$ cat config.mk
export PLATFORM = sky130hd
export DESIGN_NAME = rectangle_round_core
export DESIGN_NICKNAME = d
export VERILOG_FILES = /design/src/rtl/rectangle_pkg.sv /design/src/rtl/rectangle_sbox.sv /design/src/rtl/rectangle_round_core.sv
export SDC_FILE = /design/constraint.sdc
export NUM_CORES = 1
export LEC_CHECK = 0
export CORE_AREA = 2 2 117 119
export DETAILED_ROUTE_END_ITERATION = 8
export DIE_AREA = 0 0 119 121
export PLACE_DENSITY_LB_ADDON = 0.1
export SLEW_MARGIN = 40
export SYNTH_ARGS = -nofsm -noshare
export SYNTH_HDL_FRONTEND = slang
export SYNTH_SLANG_ARGS = --single-unit
$ cat constraint.sdc
create_clock -name vclk -period 5.6
set_input_delay 1.12 -clock vclk [all_inputs]
set_output_delay 1.12 -clock vclk [all_outputs]
set_load 0.05 [all_outputs]
$ cat src/rtl/rectangle_pkg.sv
// Shared constants for the RECTANGLE-80 round datapath: S-box, rotate amounts, round-constant seed.
// Used by rectangle_sbox and rectangle_round_core (optional pipelining macro: RECTANGLE_ROUND_PIPE_EN).
package rectangle_pkg;

    typedef logic [15:0] row_t;
    typedef logic [3:0]  nibble_t;

    localparam nibble_t SBOX [16] = '{
        4'h6, 4'h5, 4'hC, 4'hA, 4'h1, 4'hE, 4'h7, 4'h9,
        4'hB, 4'h0, 4'h3, 4'hD, 4'h8, 4'hF, 4'h4, 4'h2
    };

    localparam int SHIFT_ROW0 = 0;
    localparam int SHIFT_ROW1 = 1;
    localparam int SHIFT_ROW2 = 12;
    localparam int SHIFT_ROW3 = 13;

    localparam int KEY_ROT_R0 = 8;
    localparam int KEY_ROT_R3 = 12;

    localparam logic [4:0] RC_INIT = 5'h01;
    localparam int         ROUNDS  = 25;

    // Left rotate of a 16-bit row; amounts are always constants, so this is pure wiring.
    function automatic row_t rotl16(input row_t v, input int n);
        row_t hi;
        row_t lo;
        hi = v << n;
        lo = (n == 0) ? 16'h0000 : (v >> (16 - n));
        return hi | lo;
    endfunction

endpackage

$ cat src/rtl/rectangle_sbox.sv
// RECTANGLE 4-bit S-box; column nibble in, substituted nibble out.
module rectangle_sbox
    import rectangle_pkg::*;
(
    input  logic [3:0] din,
    output logic [3:0] dout
);

    assign dout = SBOX[din];

endmodule

$ cat src/rtl/rectangle_round_core.sv
// One RECTANGLE-80 round: AddRoundKey, SubColumn, ShiftRow, key schedule and round-constant LFSR.
// Define RECTANGLE_ROUND_PIPE_EN to register all outputs (1-cycle latency, synchronous reset).
module rectangle_round_core
    import rectangle_pkg::*;
(
    input  logic        clk,
    input  logic        rst,
    input  logic [63:0] res,
    input  logic [79:0] k,
    input  logic [4:0]  cnt,
    input  logic [4:0]  rc,
    output logic [63:0] te,
    output logic [79:0] r_keys,
    output logic [4:0]  rc1
);

    row_t    x_row     [4];
    row_t    sub_row   [4];
    row_t    shift_row [4];
    nibble_t state_col [16];

    row_t    key_row   [5];
    row_t    key_sub   [4];
    row_t    key_next  [5];
    nibble_t key_col   [4];

    logic [63:0] te_next;
    logic [79:0] r_keys_next;
    logic [4:0]  rc1_next;

    // Row 0 is the most significant 16 bits of both the state and the key register.
    always_comb begin
        for (int i = 0; i < 4; i++) begin
            x_row[i] = '0;
        end
        for (int i = 0; i < 5; i++) begin
            key_row[i] = '0;
        end
        for (int i = 0; i < 4; i++) begin
            x_row[i] = res[63 - 16*i -: 16] ^ k[79 - 16*i -: 16];
        end
        for (int i = 0; i < 5; i++) begin
            key_row[i] = k[79 - 16*i -: 16];
        end
    end

    for (genvar j = 0; j < 16; j++) begin : g_state_sbox
        rectangle_sbox u_sbox (
            .din  ({x_row[3][j], x_row[2][j], x_row[1][j], x_row[0][j]}),
            .dout (state_col[j])
        );
    end

    for (genvar j = 0; j < 4; j++) begin : g_key_sbox
        rectangle_sbox u_sbox (
            .din  ({key_row[3][j], key_row[2][j], key_row[1][j], key_row[0][j]}),
            .dout (key_col[j])
        );
    end

    // Scatter the substituted column nibbles back into rows, bit i of each nibble to row i.
    always_comb begin
        for (int i = 0; i < 4; i++) begin
            sub_row[i] = '0;
            key_sub[i] = key_row[i];
        end
        for (int i = 0; i < 4; i++) begin
            for (int j = 0; j < 16; j++) begin
                sub_row[i][j] = state_col[j][i];
            end
            for (int j = 0; j < 4; j++) begin
                key_sub[i][j] = key_col[j][i];
            end
        end
    end

    always_comb begin
        shift_row[0] = rotl16(sub_row[0], SHIFT_ROW0);
        shift_row[1] = rotl16(sub_row[1], SHIFT_ROW1);
        shift_row[2] = rotl16(sub_row[2], SHIFT_ROW2);
        shift_row[3] = rotl16(sub_row[3], SHIFT_ROW3);
        te_next = {shift_row[0], shift_row[1], shift_row[2], shift_row[3]};
    end

    // Generalised Feistel step on the partially substituted key; rc folds into the low bits of R0'.
    always_comb begin
        key_next[0] = rotl16(key_sub[0], KEY_ROT_R0) ^ key_sub[1];
        key_next[0][4:0] = key_next[0][4:0] ^ rc;
        key_next[1] = key_sub[2];
        key_next[2] = key_sub[3];
        key_next[3] = rotl16(key_sub[3], KEY_ROT_R3) ^ key_row[4];
        key_next[4] = key_sub[0];
        r_keys_next = {key_next[0], key_next[1], key_next[2], key_next[3], key_next[4]};
    end

    assign rc1_next = {rc[3:0], rc[4] ^ rc[2]};

    logic unused_cnt;
    assign unused_cnt = ^cnt;

`ifdef RECTANGLE_ROUND_PIPE_EN
    always_ff @(posedge clk) begin
        if (rst) begin
            te     <= '0;
            r_keys <= '0;
            rc1    <= RC_INIT;
        end else begin
            te     <= te_next;
            r_keys <= r_keys_next;
            rc1    <= rc1_next;
        end
    end
`else
    assign te     = te_next;
    assign r_keys = r_keys_next;
    assign rc1    = rc1_next;

    logic unused_clk_rst;
    assign unused_clk_rst = clk ^ rst;
`endif

endmodule

Fig. 1: routed metal, one colour a layer
Scale: 3 px per um. Two of the layers only.
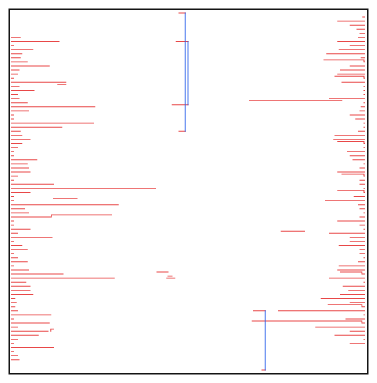
- M3: red (wire length 1130 um)
- M4: blue (wire length 80.2 um)
total number of vias: 4511
drt total wl: 12.7 mm

Fig. 2: wire density map
Scale: 3 px per um. The die is cut into 24 by 24 equal tiles; dark blue is low, red is high, scaled to the fullest tile. Values are wire area over tile area, all layers added.
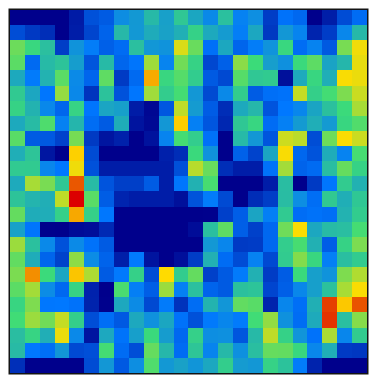
- densest ninth of the die: bottom right
- tiles over half the peak: 18%
- nearly empty tiles: 8.9%
WL per Instance: 12.9 um
GRT Util Overall: 16.5%

Fig. 3: placement view
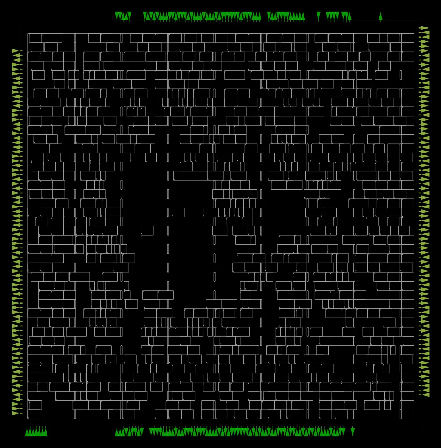
Rows: 42
post-layout util: 56.6%
Tap Count: 176

Fig. 4: metal 3
Scale: 2 px per um.
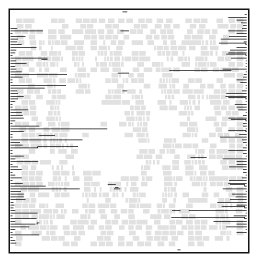
- share of all routed wire: 8.9%
- main direction: horizontal
- nets with wire on the layer: 172
- wire length on this layer: 1130 um
- longest straight run: 48.1 um
met3 Resource Use GR: 4.32%

Fig. 5: wires at chosen ports, followed through buffers
Scale: 4 px per um.
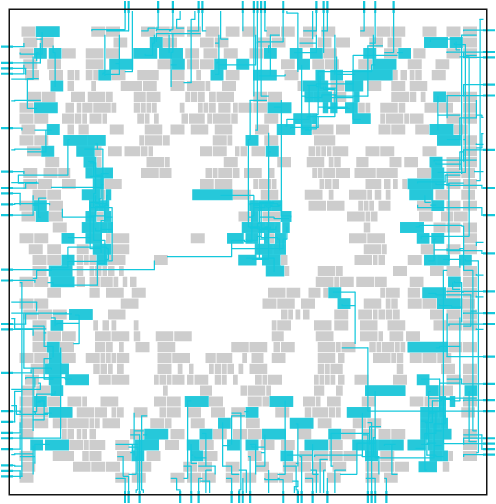
- k: cyan (direction input; edge 23 left, 20 right, 19 bottom, 18 top; end cells 171; buffers 116; wire 3240 um)
IO Pins: 305
PortBufs: 298

==> job_summary.md <==
## PnR job results

| Metric | Value |
|---|---|
| Setup ws final | 0.628 ns |
| Cell Area, Placed | about 0.0074 sq mm |
| Signal buffers | 298 |
| Syn Inst Count | 563 |
| Hold Slack | 3.39 ns |
| Sequential Power Share | 0% |
| Dpl ws | ~0.57 ns |
| Area grow syn2layout | 62.0% |
| Diode count | 0 |
| WP data arrival | 3.85 ns |
| Maxcap violations | 0 |
| Final GP Congestion | 0.790 |
| CTS Hold Bufs | 0 |
| Slowest Stage Delay on Critical Path | 0.85 ns |
| Post-CTS resize count | 0 |
| P_clk | 0 mW |
| Sequential cell count | 0 |
| Crit path from | k[50] |
| Status | finished clean |
| Hold Path Stages | 2 |
| Vias in the first global route | 4226 |
| Post-CTS setup buffers | 0 |
| Drt first-iter violations | 183 |
| Yosys aoi share | 13.0% |
| Nets at Floorplan | 803 |
| Die Area | ~0.014 sq mm |
| CP Max Fanout | 9 |
| Met2 GRT Util | 33.0% |
| Flop share of the area | 0% |
| Comb gate area | between 0.004 and 0.005 sq mm |
Power and IR drop assume default switching activity.
